## config.mk

```make
export PLATFORM = sky130hd
export DESIGN_NAME = vga_starfield_renderer_flat
export DESIGN_NICKNAME = d
export VERILOG_FILES = /design/src/rtl/vga_pkg.sv /design/src/rtl/vga_starfield_renderer_if.sv /design/src/rtl/vga_timing.sv /design/src/rtl/vga_starfield_renderer.sv /design/src/flat_wrapper.sv
export SDC_FILE = /design/constraint.sdc
export NUM_CORES = 1
export LEC_CHECK = 0
export CORE_ASPECT_RATIO = 1.5
export CORE_UTILIZATION = 58
export DETAILED_ROUTE_END_ITERATION = 10
export PLACE_DENSITY_LB_ADDON = 0.25
export SLEW_MARGIN = 20
export SYNTH_ARGS = -nofsm -noshare
export SYNTH_HDL_FRONTEND = slang
export SYNTH_SLANG_ARGS = --single-unit
```

## constraint.sdc

```tcl
create_clock -name clk -period 3.9 [get_ports clk]
set_clock_uncertainty 0.2 [all_clocks]
set_input_delay 0.975 -clock clk [delete_from_list [all_inputs] [get_ports clk]]
set_output_delay 0.975 -clock clk [all_outputs]
set_load 0.02 [all_outputs]
```

## src/rtl/vga_pkg.sv

```systemverilog
// Shared constants and helpers for the VGA effect chain: 640x480@60 timing,
// effect mode encodings and the TinyVGA Pmod bit layout.
package vga_pkg;

  localparam int DEF_H_ACTIVE = 640;
  localparam int DEF_H_FP     = 16;
  localparam int DEF_H_SYNC   = 96;
  localparam int DEF_H_BP     = 48;
  localparam int DEF_V_ACTIVE = 480;
  localparam int DEF_V_FP     = 10;
  localparam int DEF_V_SYNC   = 2;
  localparam int DEF_V_BP     = 33;

  localparam int DEF_H_TOTAL = DEF_H_ACTIVE + DEF_H_FP + DEF_H_SYNC + DEF_H_BP;
  localparam int DEF_V_TOTAL = DEF_V_ACTIVE + DEF_V_FP + DEF_V_SYNC + DEF_V_BP;

  typedef enum logic [1:0] {
    MODE_STATIC  = 2'd0,
    MODE_NOISE   = 2'd1,
    MODE_TWINKLE = 2'd2,
    MODE_BLANK   = 2'd3
  } mode_e;

  // TinyVGA Pmod byte: {hsync, b0, g0, r0, vsync, b1, g1, r1}
  localparam int VGA_HSYNC_BIT = 7;
  localparam int VGA_B0_BIT    = 6;
  localparam int VGA_G0_BIT    = 5;
  localparam int VGA_R0_BIT    = 4;
  localparam int VGA_VSYNC_BIT = 3;
  localparam int VGA_B1_BIT    = 2;
  localparam int VGA_G1_BIT    = 1;
  localparam int VGA_R1_BIT    = 0;

  typedef struct packed {
    logic [1:0] r;
    logic [1:0] g;
    logic [1:0] b;
  } rgb_t;

  // Star iff rnd >= 256 - 2^d; nine bits so d=0 yields a threshold of 255.
  function automatic logic is_star(logic [7:0] rnd, logic [2:0] d);
    logic [8:0] thr;
    thr = 9'd256 - (9'd1 << d);
    return {1'b0, rnd} >= thr;
  endfunction

  function automatic logic [7:0] pack_tinyvga(logic hsync_n, logic vsync_n, rgb_t c);
    logic [7:0] v;
    v                = '0;
    v[VGA_HSYNC_BIT] = hsync_n;
    v[VGA_B0_BIT]    = c.b[0];
    v[VGA_G0_BIT]    = c.g[0];
    v[VGA_R0_BIT]    = c.r[0];
    v[VGA_VSYNC_BIT] = vsync_n;
    v[VGA_B1_BIT]    = c.b[1];
    v[VGA_G1_BIT]    = c.g[1];
    v[VGA_R1_BIT]    = c.r[1];
    return v;
  endfunction

endpackage

```

## src/rtl/vga_starfield_renderer_if.sv

```systemverilog
// Link between the renderer and the 8-bit PRNG stage: one byte per cycle,
// with step and reseed strobes driven by the renderer.
interface vga_starfield_renderer_if;
  logic [7:0] rnd_in;
  logic       rnd_advance;
  logic       rnd_reseed;

  // Renderer side.
  modport master (
    input  rnd_in,
    output rnd_advance,
    output rnd_reseed
  );

  // PRNG side.
  modport slave (
    output rnd_in,
    input  rnd_advance,
    input  rnd_reseed
  );
endinterface

```

## src/rtl/vga_timing.sv

```systemverilog
// Raster counters, frame counter and sync/active decode; shared by any
// effect that needs a pixel position.
module vga_timing
  import vga_pkg::*;
#(
  parameter int H_ACTIVE = DEF_H_ACTIVE,
  parameter int H_FP     = DEF_H_FP,
  parameter int H_SYNC   = DEF_H_SYNC,
  parameter int H_BP     = DEF_H_BP,
  parameter int V_ACTIVE = DEF_V_ACTIVE,
  parameter int V_FP     = DEF_V_FP,
  parameter int V_SYNC   = DEF_V_SYNC,
  parameter int V_BP     = DEF_V_BP
) (
  input  logic       clk,
  input  logic       rst_n,
  output logic       active,
  output logic       hsync_n,
  output logic       vsync_n,
  output logic       frame_end,
  output logic [7:0] frame_cnt
);

  localparam int H_TOTAL = H_ACTIVE + H_FP + H_SYNC + H_BP;
  localparam int V_TOTAL = V_ACTIVE + V_FP + V_SYNC + V_BP;
  localparam int HW      = $clog2(H_TOTAL);
  localparam int VW      = $clog2(V_TOTAL);

  localparam logic [HW-1:0] H_LAST    = HW'(H_TOTAL - 1);
  localparam logic [HW-1:0] H_ACT_END = HW'(H_ACTIVE);
  localparam logic [HW-1:0] H_SYNC_LO = HW'(H_ACTIVE + H_FP);
  localparam logic [HW-1:0] H_SYNC_HI = HW'(H_ACTIVE + H_FP + H_SYNC - 1);
  localparam logic [VW-1:0] V_LAST    = VW'(V_TOTAL - 1);
  localparam logic [VW-1:0] V_ACT_END = VW'(V_ACTIVE);
  localparam logic [VW-1:0] V_SYNC_LO = VW'(V_ACTIVE + V_FP);
  localparam logic [VW-1:0] V_SYNC_HI = VW'(V_ACTIVE + V_FP + V_SYNC - 1);

  logic [HW-1:0] h_cnt;
  logic [VW-1:0] v_cnt;

  // NOTE: sequential state uses non-blocking assignments so every flop
  // samples pre-edge values regardless of statement order.
  always_ff @(posedge clk or negedge rst_n) begin
    if (!rst_n) begin
      h_cnt     <= '0;
      v_cnt     <= '0;
      frame_cnt <= '0;
    end else if (h_cnt == H_LAST) begin
      h_cnt <= '0;
      if (v_cnt == V_LAST) begin
        v_cnt     <= '0;
        frame_cnt <= frame_cnt + 8'd1;
      end else begin
        v_cnt <= v_cnt + 1'b1;
      end
    end else begin
      h_cnt <= h_cnt + 1'b1;
    end
  end

  assign active    = (h_cnt < H_ACT_END) && (v_cnt < V_ACT_END);
  assign hsync_n   = !((h_cnt >= H_SYNC_LO) && (h_cnt <= H_SYNC_HI));
  assign vsync_n   = !((v_cnt >= V_SYNC_LO) && (v_cnt <= V_SYNC_HI));
  assign frame_end = (h_cnt == H_LAST) && (v_cnt == V_LAST);

endmodule

```

## src/rtl/vga_starfield_renderer.sv

```systemverilog
// Starfield / twinkle / noise renderer: one PRNG byte per active pixel,
// registered TinyVGA output, and PRNG control so static frames repeat.
module vga_starfield_renderer
  import vga_pkg::*;
#(
  parameter int H_ACTIVE = DEF_H_ACTIVE,
  parameter int H_FP     = DEF_H_FP,
  parameter int H_SYNC   = DEF_H_SYNC,
  parameter int H_BP     = DEF_H_BP,
  parameter int V_ACTIVE = DEF_V_ACTIVE,
  parameter int V_FP     = DEF_V_FP,
  parameter int V_SYNC   = DEF_V_SYNC,
  parameter int V_BP     = DEF_V_BP
) (
  input  logic                            clk,
  input  logic                            rst_n,
  vga_starfield_renderer_if.master        prng,
  input  logic [2:0]                      density,
  input  logic [1:0]                      mode,
  output logic [7:0]                      vga_out,
  output logic [7:0]                      frame_cnt
);

  logic  active;
  logic  hsync_n;
  logic  vsync_n;
  logic  frame_end;

  vga_timing #(
    .H_ACTIVE (H_ACTIVE),
    .H_FP     (H_FP),
    .H_SYNC   (H_SYNC),
    .H_BP     (H_BP),
    .V_ACTIVE (V_ACTIVE),
    .V_FP     (V_FP),
    .V_SYNC   (V_SYNC),
    .V_BP     (V_BP)
  ) u_timing (
    .clk       (clk),
    .rst_n     (rst_n),
    .active    (active),
    .hsync_n   (hsync_n),
    .vsync_n   (vsync_n),
    .frame_end (frame_end),
    .frame_cnt (frame_cnt)
  );

  // Effect controls only change between frames so a frame is never torn.
  mode_e      mode_q;
  logic [2:0] dens_q;

  always_ff @(posedge clk or negedge rst_n) begin
    if (!rst_n) begin
      mode_q <= MODE_STATIC;
      dens_q <= '0;
    end else if (frame_end) begin
      mode_q <= mode_e'(mode);
      dens_q <= density;
    end
  end

  logic       star;
  logic [1:0] lvl_static;
  logic [1:0] lvl_twinkle;
  rgb_t       colour;

  assign star        = is_star(prng.rnd_in, dens_q);
  assign lvl_static  = prng.rnd_in[1:0] | 2'b01;
  assign lvl_twinkle = prng.rnd_in[1:0] ^ frame_cnt[3:2];

  // NOTE: colour gets a default before any branch so no path leaves it
  // unassigned, which would otherwise infer a latch.
  always_comb begin
    colour = '0;
    if (active) begin
      unique case (mode_q)
        MODE_STATIC: begin
          if (star) colour = '{r: lvl_static, g: lvl_static, b: lvl_static};
        end
        MODE_NOISE: begin
          colour = '{r: prng.rnd_in[1:0], g: prng.rnd_in[3:2], b: prng.rnd_in[5:4]};
        end
        MODE_TWINKLE: begin
          if (star) colour = '{r: lvl_twinkle, g: lvl_twinkle, b: lvl_twinkle};
        end
        MODE_BLANK: colour = '0;
      endcase
    end
  end

  // Reseeding at the last blanking cycle makes pixel (0,0) see the first
  // post-seed byte; the policy follows the shadow that is ending its frame.
  assign prng.rnd_advance = (mode_q == MODE_NOISE) || active;
  assign prng.rnd_reseed  = frame_end &&
                            ((mode_q == MODE_STATIC) || (mode_q == MODE_TWINKLE));

  // Syncs share the output register with colour so they stay aligned.
  always_ff @(posedge clk or negedge rst_n) begin
    if (!rst_n) begin
      vga_out <= pack_tinyvga(1'b1, 1'b1, '0);
    end else begin
      vga_out <= pack_tinyvga(hsync_n, vsync_n, colour);
    end
  end

endmodule

```

## src/flat_wrapper.sv

```systemverilog
// flat-port wrapper written by rule: the top's interface ports become plain ports
module vga_starfield_renderer_flat import vga_pkg::*;
#(
  parameter int H_ACTIVE = DEF_H_ACTIVE,
  parameter int H_FP     = DEF_H_FP,
  parameter int H_SYNC   = DEF_H_SYNC,
  parameter int H_BP     = DEF_H_BP,
  parameter int V_ACTIVE = DEF_V_ACTIVE,
  parameter int V_FP     = DEF_V_FP,
  parameter int V_SYNC   = DEF_V_SYNC,
  parameter int V_BP     = DEF_V_BP
)
  (clk, rst_n, density, mode, vga_out, frame_cnt, prng_rnd_in, prng_rnd_advance, prng_rnd_reseed);
  vga_starfield_renderer_if prng_i ();
  input  logic clk;
  input  logic rst_n;
  input  logic [2:0] density;
  input  logic [1:0] mode;
  output logic [7:0] vga_out;
  output logic [7:0] frame_cnt;
  input wire logic [$bits(prng_i.rnd_in)-1:0] prng_rnd_in;
  output wire logic [$bits(prng_i.rnd_advance)-1:0] prng_rnd_advance;
  output wire logic [$bits(prng_i.rnd_reseed)-1:0] prng_rnd_reseed;
  assign prng_i.rnd_in = prng_rnd_in;
  assign prng_rnd_advance = prng_i.rnd_advance;
  assign prng_rnd_reseed = prng_i.rnd_reseed;
  vga_starfield_renderer #(.H_ACTIVE(H_ACTIVE), .H_FP(H_FP), .H_SYNC(H_SYNC), .H_BP(H_BP), .V_ACTIVE(V_ACTIVE), .V_FP(V_FP), .V_SYNC(V_SYNC), .V_BP(V_BP)) u_core (.clk(clk), .rst_n(rst_n), .prng(prng_i), .density(density), .mode(mode), .vga_out(vga_out), .frame_cnt(frame_cnt));
endmodule
```

Fig. 1: run 1, routing congestion map
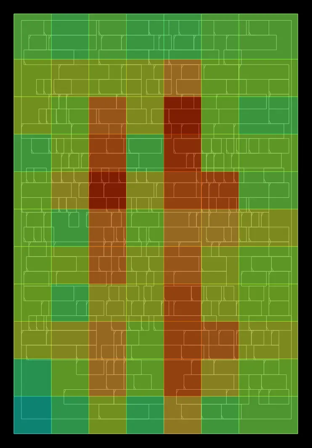
average wire length per cell after detail routing: 14.5 um
most used routing layer: met2

Fig. 2: run 1, metal 4
(4 px per um) Supply wires on this layer in grey.
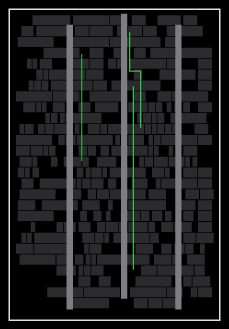
The wires run mostly vertical. The layer holds 2.4% of the routed length.
total length of routed wires: 4110 um
total via count in the routed design: 1,611

Fig. 3: run 1, met2 routing
(6 px per um)
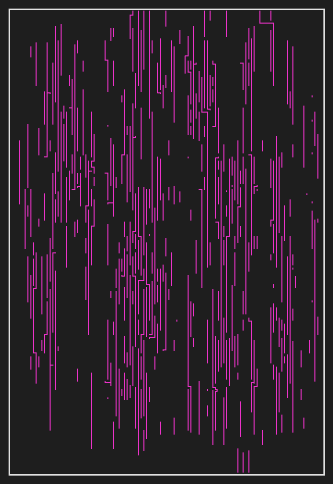
The longest straight run is 34.3 um. The layer carries 2,210 um of wire. The layer holds 54% of the routed length. The wires run mostly vertical. 232 nets have wire on it.
met2 Resource Use GR: 40.3%

Fig. 4: run 1, met1 routing
(6 px per um) Supply wires on this layer in grey.
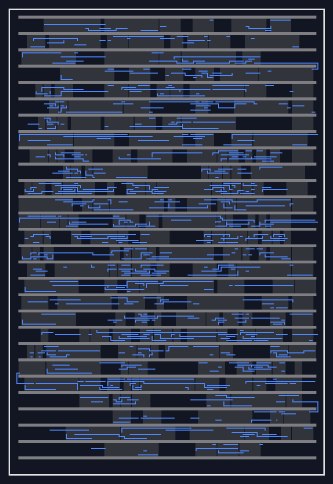
The longest straight run is 21.6 um. 228 nets have wire on it. The layer holds 41% of the routed length. The layer carries 1,670 um of wire.
Global Route met1 Usage: 25.7%

==> results.txt, run 1 <==
run results: DRC violations left 0, most common cell after layout, fill and taps aside sky130_fd_sc_hd__dfrtp_1, highest-delay cell along the critical path sky130_fd_sc_hd__clkdlybuf4s50_1, clock tree from TritonCTS yes, horizontal die size 52.2 um, run status finished, final reports clean, power attributed to the clock group approximately 0.31 mW, proportion of power drawn by the clock network around two fifths, CORE AREA around 3600 um^2, worst min-delay path class register to register, DIE HEIGHT 77.4 um, Post-Synthesis Cell Area 2200 um^2, weighted congestion at the end of routability-driven global placement 0.804, cell family with most CP delay buffers and inverters, Via density 5.67, Main area contributors sky130_fd_sc_hd__dfrtp_1, sky130_fd_sc_hd__ha_1, sky130_fd_sc_hd__xor2_1, area fraction in and, or, nand and nor cells 21.2%, CP Capture Point prng_rnd_advance, DRC marker count from the first detailed-route iteration 44, hold buffer count at cts 0, minimum setup slack among reg-to-reg paths 1170 ps, worst r2r src u_core.u_timing.h_cnt[0]$_DFF_PN0_, FP Core Util roughly 60%, mux contribution to synthesized area approximately 3.5%, TNS Setup 0 ps, post-layout power between 0.7 and 0.8 mW, Dominant cell area share 44.4%, share of async-settable or async-resettable flops after synthesis 100%, WHS 302 ps, number of cells in the yosys synthesis report 207, number of endpoints failing setup at the final stage 0, WP data required 2720 ps, Fmax achieved between 200 and 300 MHz, longest individual stage delay on the worst path 620 ps, class of the most critical setup path register to output port, number of H-tree branching levels 2, Detail Route Antenna Nets 0, post-synthesis instance total 207, placed cells approximately 280, post-route clock period utilization ~88%, buffers inserted during post-CTS setup optimization 0, worst vdd rail ir drop about 0.26 mV, number of enable-type register cells in the synthesized netlist 0, net switching share of the total power 21.7%, cell chain of the critical path o21ai_0, or3b_2, o21ai_0, clkdlybuf4s50_1, RSZ-0062 raised after global routing false, FF+latch count, synth 41, worst setup margin 478 ps, combinational power 0.0472 mW, data arrival time of the critical path between 2000 and 2500 ps, Worst Reg2Reg Path Length in Cells 6, power density cells 297 nW/um^2, first element of the critical path u_core.u_timing.h_cnt[7]$_DFF_PN0_, synthesis-to-layout area growth 19.6%, sum of net half-perimeters after detailed placement about 3000 um, Synth Net Count 235, main logic family after synthesis simple AND/OR/NAND/NOR gates, Synthesis Warnings 0, internal power component 0.611 mW, area of all placed cells without fillers 2630 um^2, area share of and-or/or-and cells after synthesis 7.35%, antenna fix cells 0, minimum period implied by the final worst setup slack 3420 ps, clock latency reported for the late side of the worst-skew pair just under 300 ps, Cell Type Count 47, all-layer global routing usage 23.0%, total area of sequential cells 1030 um^2, worst slack, placed 771 ps, Leakage Power approximately 1.2 nW, initial antenna violation count 0, pin count of the biggest net entering global routing 42, peak fanout along the critical path 6, heaviest power group registers, main flop type sky130_fd_sc_hd__dfrtp_1, post-synthesis cell type with the largest combined area sky130_fd_sc_hd__dfrtp_1, share of post-route cells with drive strength above 1 12.0%, standard-cell rows 27, relative contribution of combinational cells to total power 6.0%, number of buffers added on ports 32, count of TritonRoute iterations in the first routing pass 4, final cell count without fillers 284, via count of the first global-routing pass 1,553, OpenROAD warnings 29, post-CTS sizing 0, total CTS buffers 5, cell count along the critical path 4, number of nets in the layout 268, most frequent cell on the critical path sky130_fd_sc_hd__o21ai_0, number of max-capacitance violations reported 0, Crit Reg-Reg Endpoint u_core.dens_q[1]$_DFFE_PN0P_, measured slew at the worst slew-check pin 912 ps, type of destination of the critical path output port, Num Clock Sinks 41, mean cell area of the mapped netlist 10.6 um^2, Seq power 0.429 mW, chip footprint between 4000 and 5000 um^2, Clk pin slew, worst setup/hold paths 80 ps
==> run 1: per-layer routing <==
metal | routed length (um) | vias to the layer above | track usage, %
li1 | - | 786 | -
met1 | 1670 | 781 | 25.7
met2 | 2210 | 35 | 40.3
met3 | 142 | 9 | 5.49
met4 | 98 | 0 | 9.74
met5 | 0 | - | 0
==> run 1: cell type report <==
class / instances / area share (%)
inverters: 9 / 1.29
clock inverters: 1 / 0.191
flip-flops and latches: 41 / 39.2
clock buffers: 7 / 3.67
repair buffers: 33 / 12.3
well taps: 43 / 2.05
multi-input cells: 150 / 41.4
==> run 1: state kept, by name, indices dropped and copies added (netlist names) <==
register / cells
u_core.u_timing.frame_cnt: 8
u_core.dens_q: 3
u_core.u_timing.v_cnt: 10
u_core.u_timing.h_cnt: 10
u_core.vga_out: 8
u_core.mode_q: 2
==> run 1: cells in the mapped netlist (2+ instances only) <==
| cell type | count |
|---|---|
| sky130_fd_sc_hd__clkbuf_1 | 3 |
| sky130_fd_sc_hd__nor3_1 | 5 |
| sky130_fd_sc_hd__mux2_2 | 6 |
| sky130_fd_sc_hd__nand2b_1 | 3 |
| sky130_fd_sc_hd__and4_1 | 2 |
| sky130_fd_sc_hd__and3_1 | 5 |
| sky130_fd_sc_hd__buf_2 | 2 |
| sky130_fd_sc_hd__nand3_1 | 9 |
| sky130_fd_sc_hd__xor2_1 | 10 |
| sky130_fd_sc_hd__dfstp_2 | 2 |
| sky130_fd_sc_hd__inv_1 | 9 |
| sky130_fd_sc_hd__and2_1 | 2 |
| sky130_fd_sc_hd__dfrtp_1 | 39 |
| sky130_fd_sc_hd__nand2_1 | 16 |
| sky130_fd_sc_hd__nand2_2 | 2 |
| sky130_fd_sc_hd__xnor2_1 | 9 |
| sky130_fd_sc_hd__a21oi_1 | 6 |
| sky130_fd_sc_hd__o21ai_0 | 9 |
| sky130_fd_sc_hd__nor2_1 | 18 |
| sky130_fd_sc_hd__xnor2_2 | 3 |
| sky130_fd_sc_hd__a21o_1 | 3 |
| sky130_fd_sc_hd__nand4_1 | 7 |
| sky130_fd_sc_hd__ha_1 | 13 |
==> run 1: how the worst min path moves through the flow <==
stage / startpoint / to / slack, ps / depth (start not counted)
6_report: u_core.u_timing.h_cnt[0]$_DFF_PN0_ / u_core.u_timing.h_cnt[0]$_DFF_PN0_ / 300 / 1
5_1_grt: u_core.u_timing.frame_cnt[7]$_DFFE_PN0P_ / u_core.u_timing.frame_cnt[7]$_DFFE_PN0P_ / 330 / 1
4_1_cts: u_core.u_timing.h_cnt[0]$_DFF_PN0_ / u_core.u_timing.h_cnt[0]$_DFF_PN0_ / 310 / 1
3_5_place_dp: u_core.u_timing.h_cnt[0]$_DFF_PN0_ / u_core.u_timing.h_cnt[0]$_DFF_PN0_ / 290 / 1
3_3_place_gp: u_core.u_timing.v_cnt[8]$_DFFE_PN0N_ / u_core.u_timing.v_cnt[8]$_DFFE_PN0N_ / 280 / 1
2_1_floorplan: u_core.u_timing.h_cnt[0]$_DFF_PN0_ / u_core.u_timing.h_cnt[0]$_DFF_PN0_ / 250 / 1
## Run 2: what changed since run 1
Settings changed: ABC_AREA from default to 1, CORE_UTILIZATION 58 to 59.
==> run 2 against run 1 <==
Compared with the run above: clock-buffer cell count decreased by 2; sequential share of layout area fell by 2.4 points; combinational power fell by 15%; area after synthesis grew 7.1%; power increased by 0.98%; clock power is 6% higher; first-iteration DRC count up 52%; register-to-register slack better by 490 ps; worst setup slack gained 59 ps; largest cell class unchanged.
==> results.txt, run 2 <==
run results: number of nets in the layout ~360, most common cell after layout, fill and taps aside sky130_fd_sc_hd__nand2_1, count of TritonRoute iterations in the first routing pass 4, post-synthesis cell type with the largest combined area sky130_fd_sc_hd__dfrtp_1, clock tree from TritonCTS yes, post-synthesis chip area from yosys 2350 um^2, run status finished, final reports clean, post-CTS sizing 0, Clk pin slew, worst setup/hold paths 70 ps, slew margin rel. 40.0%, number of enable-type register cells in the synthesized netlist 0, worst vdd rail ir drop 0.292 mV, placed cells approximately 370, Dominant cell area share between 40% and 50%, post-route clock period utilization around 86%, data arrival time of the critical path around 2200 ps, number of H-tree branching levels 2, WP data required 2720 ps, Synthesis Warnings 0, clock root buffer master sky130_fd_sc_hd__clkbuf_8, relative contribution of combinational cells to total power 5.1%, via count of the first global-routing pass 1,998, OpenROAD warnings 29, number of cells in the yosys synthesis report 295, weighted congestion at the end of routability-driven global placement 0.851, peak fanout along the critical path 4, share of async-settable or async-resettable flops after synthesis 100%, total CTS buffers 5, Fmax achieved 297 MHz, class of the most critical setup path register to output port, top metal layer carrying routed signals met4, DRC violations left 0, hold buffer count at cts 0, synthesis-to-layout area growth 18.8%, Max Transition Viols Final 0, Met1 Routed Length 1880 um, DRC marker count from the first detailed-route iteration 67, minimum period implied by the final worst setup slack about 3400 ps, met3 WL post-DR 198 um, initial antenna violation count 0, top cell type by instance count after synthesis sky130_fd_sc_hd__nand2_1, FP Core Util 62.7%, biggest registers after layout u_core.u_timing.h_cnt: 10 flops, u_core.u_timing.v_cnt: 10 flops, leading cell types by count after synthesis sky130_fd_sc_hd__nand2_1, sky130_fd_sc_hd__inv_1, sky130_fd_sc_hd__dfrtp_1, sky130_fd_sc_hd__nor2_1, sky130_fd_sc_hd__nand3_1, main flop type sky130_fd_sc_hd__dfrtp_1, Cell Type Count 32, number of endpoints failing setup at the final stage 0, internal power component 0.629 mW, type of destination of the critical path output port, TNS Setup 0 ps, net switching share of the total power roughly 20%, pin count of the biggest net entering global routing 42, final cell count without fillers 373, FF+latch count, synth 41, RSZ-0062 raised after global routing false, Via density 5.52, clock latency reported for the late side of the worst-skew pair 290 ps, power density cells ~280 nW/um^2, DIE HEIGHT 79.3 um, global route total overflow 0, CORE AREA 3750 um^2, number of max-capacitance violations reported 0, sequential group share of total power 53.9%, proportion of power drawn by the clock network 41.0%, Main area contributors sky130_fd_sc_hd__dfrtp_1, sky130_fd_sc_hd__nand2_1, sky130_fd_sc_hd__inv_1, standard-cell rows 27, post-synthesis instance total between 200 and 300, Post-Synthesis Cell Area 2350 um^2, measured slew at the worst slew-check pin around 900 ps, number of buffers added on ports 32, antenna fix cells 0, Num Clock Sinks 41, mean cell area of the mapped netlist 7.97 um^2, sum of net half-perimeters after detailed placement 3550 um, Synth Net Count 323, all-layer global routing usage around 26%, post-layout power 0.789 mW, buffers inserted during post-CTS setup optimization 0, worst min-delay path class register to register, Leakage Power 1.33 nW, share of post-route cells with drive strength above 1 roughly 5.8%, chip footprint about 4200 um^2, horizontal die size 53.6 um, Detail Route Antenna Nets 0, total length of routed met2 wires 2640 um
## run 2: cell type report
type	count	area, um^2	area share (%)
clock buffer	5	68.8	2.46
clock inverter	2	35.0	1.25
inverter	46	173	6.18
multi-input combinational	204	1120	40.1
sequential	41	1030	36.8
tap	43	53.8	1.93
timing repair buffer	32	315	11.3
## run 2: power by group through the flow
| stage | registers (mW) | logic (mW) | clock network [mW] |
|---|---|---|---|
| floorplan | 0.433 | 0.0138 | 0 |
| global placement | 0.433 | 0.0393 | 0 |
| detailed placement | 0.433 | 0.0401 | 0 |
| CTS | 0.425 | 0.0408 | 0.332 |
| global route | 0.425 | 0.0457 | 0.345 |
| finish | 0.425 | 0.0400 | 0.324 |
## run 2: final timing paths
kind	start	to	slack [ps]	cells after the start
min	u_core.u_timing.h_cnt[0]$_DFF_PN0_	u_core.u_timing.h_cnt[0]$_DFF_PN0_	290	1
min reg2reg	u_core.u_timing.h_cnt[0]$_DFF_PN0_	u_core.u_timing.h_cnt[0]$_DFF_PN0_	290	1
max reg2reg	u_core.u_timing.h_cnt[0]$_DFF_PN0_	u_core.u_timing.frame_cnt[2]$_DFFE_PN0P_	1660	10
max in group asynchronous	rst_n	u_core.u_timing.v_cnt[2]$_DFFE_PN0N_	2330	1
max	u_core.u_timing.h_cnt[0]$_DFF_PN0_	prng_rnd_reseed	540	6
min in group asynchronous	rst_n	u_core.u_timing.h_cnt[8]$_DFF_PN0_	610	1
## run 2: per-stage QoR
| step | hold slack, ps | utilization (%) | instance area, um^2 | setup slack [ps] |
|---|---|---|---|---|
| floorplan | 247 | - | 2350 | 1170 |
| global placement | 268 | 71.7 | 2690 | 905 |
| detailed placement | 275 | 71.7 | 2690 | 866 |
| CTS | 291 | 74.5 | 2790 | 501 |
| global route | 311 | 74.5 | 2790 | 352 |
| finish | 291 | 74.5 | 2790 | 538 |
## run 2: logic make-up after synthesis
family / count (synthesis) / share of synthesized area, %
compound gates: 44 / 10.1
simple gates: 136 / 26.7
buf+inv: 50 / 8.67
other cells: 1 / 0.159
fa+ha+maj: 13 / 6.92
xor+xnor: 10 / 3.72
flops: 41 / 43.7
## run 2: layer usage
layer  track usage [%]  up-vias
met4              11.8        0
li1                  -     1013
met2              47.6       61
met1              25.6      976
met3              4.98       10
met5                 0        -
## run 2: worst max-delay path, cell delays in order, from the launching register on
cell and delay (ps):
sky130_fd_sc_hd__dfrtp_1 390, sky130_fd_sc_hd__ha_1 200, sky130_fd_sc_hd__nand2_1 70, sky130_fd_sc_hd__nor2_2 140, sky130_fd_sc_hd__nand2_1 130, sky130_fd_sc_hd__nor4_1 310, sky130_fd_sc_hd__clkdlybuf4s50_1 660
Fig. 5: run 2, routing congestion map
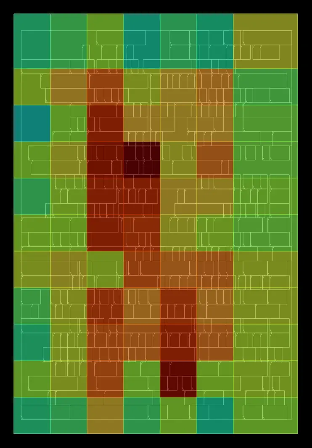
Global Route met1 Usage: 25.6%
average wire length per cell after detail routing: 12.9 um
met2 Resource Use GR: 47.6%

Fig. 6: run 2, the metal 3 layer
(8 px per um)
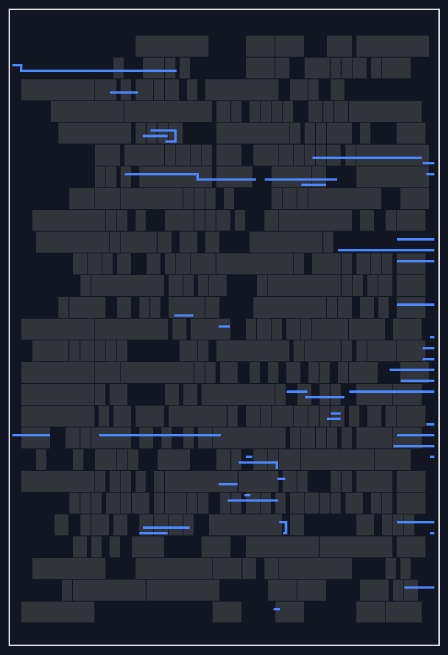
39 nets have wire on it. The longest straight run is 19.3 um. The layer carries 198 um of wire. The wires run mostly horizontal. The layer holds 4.1% of the routed length.
total via count in the routed design: 2,060
total length of routed wires: 4800 um
met3 usage in global routing: 4.98%

Power is estimated from default activity; no workload was simulated.
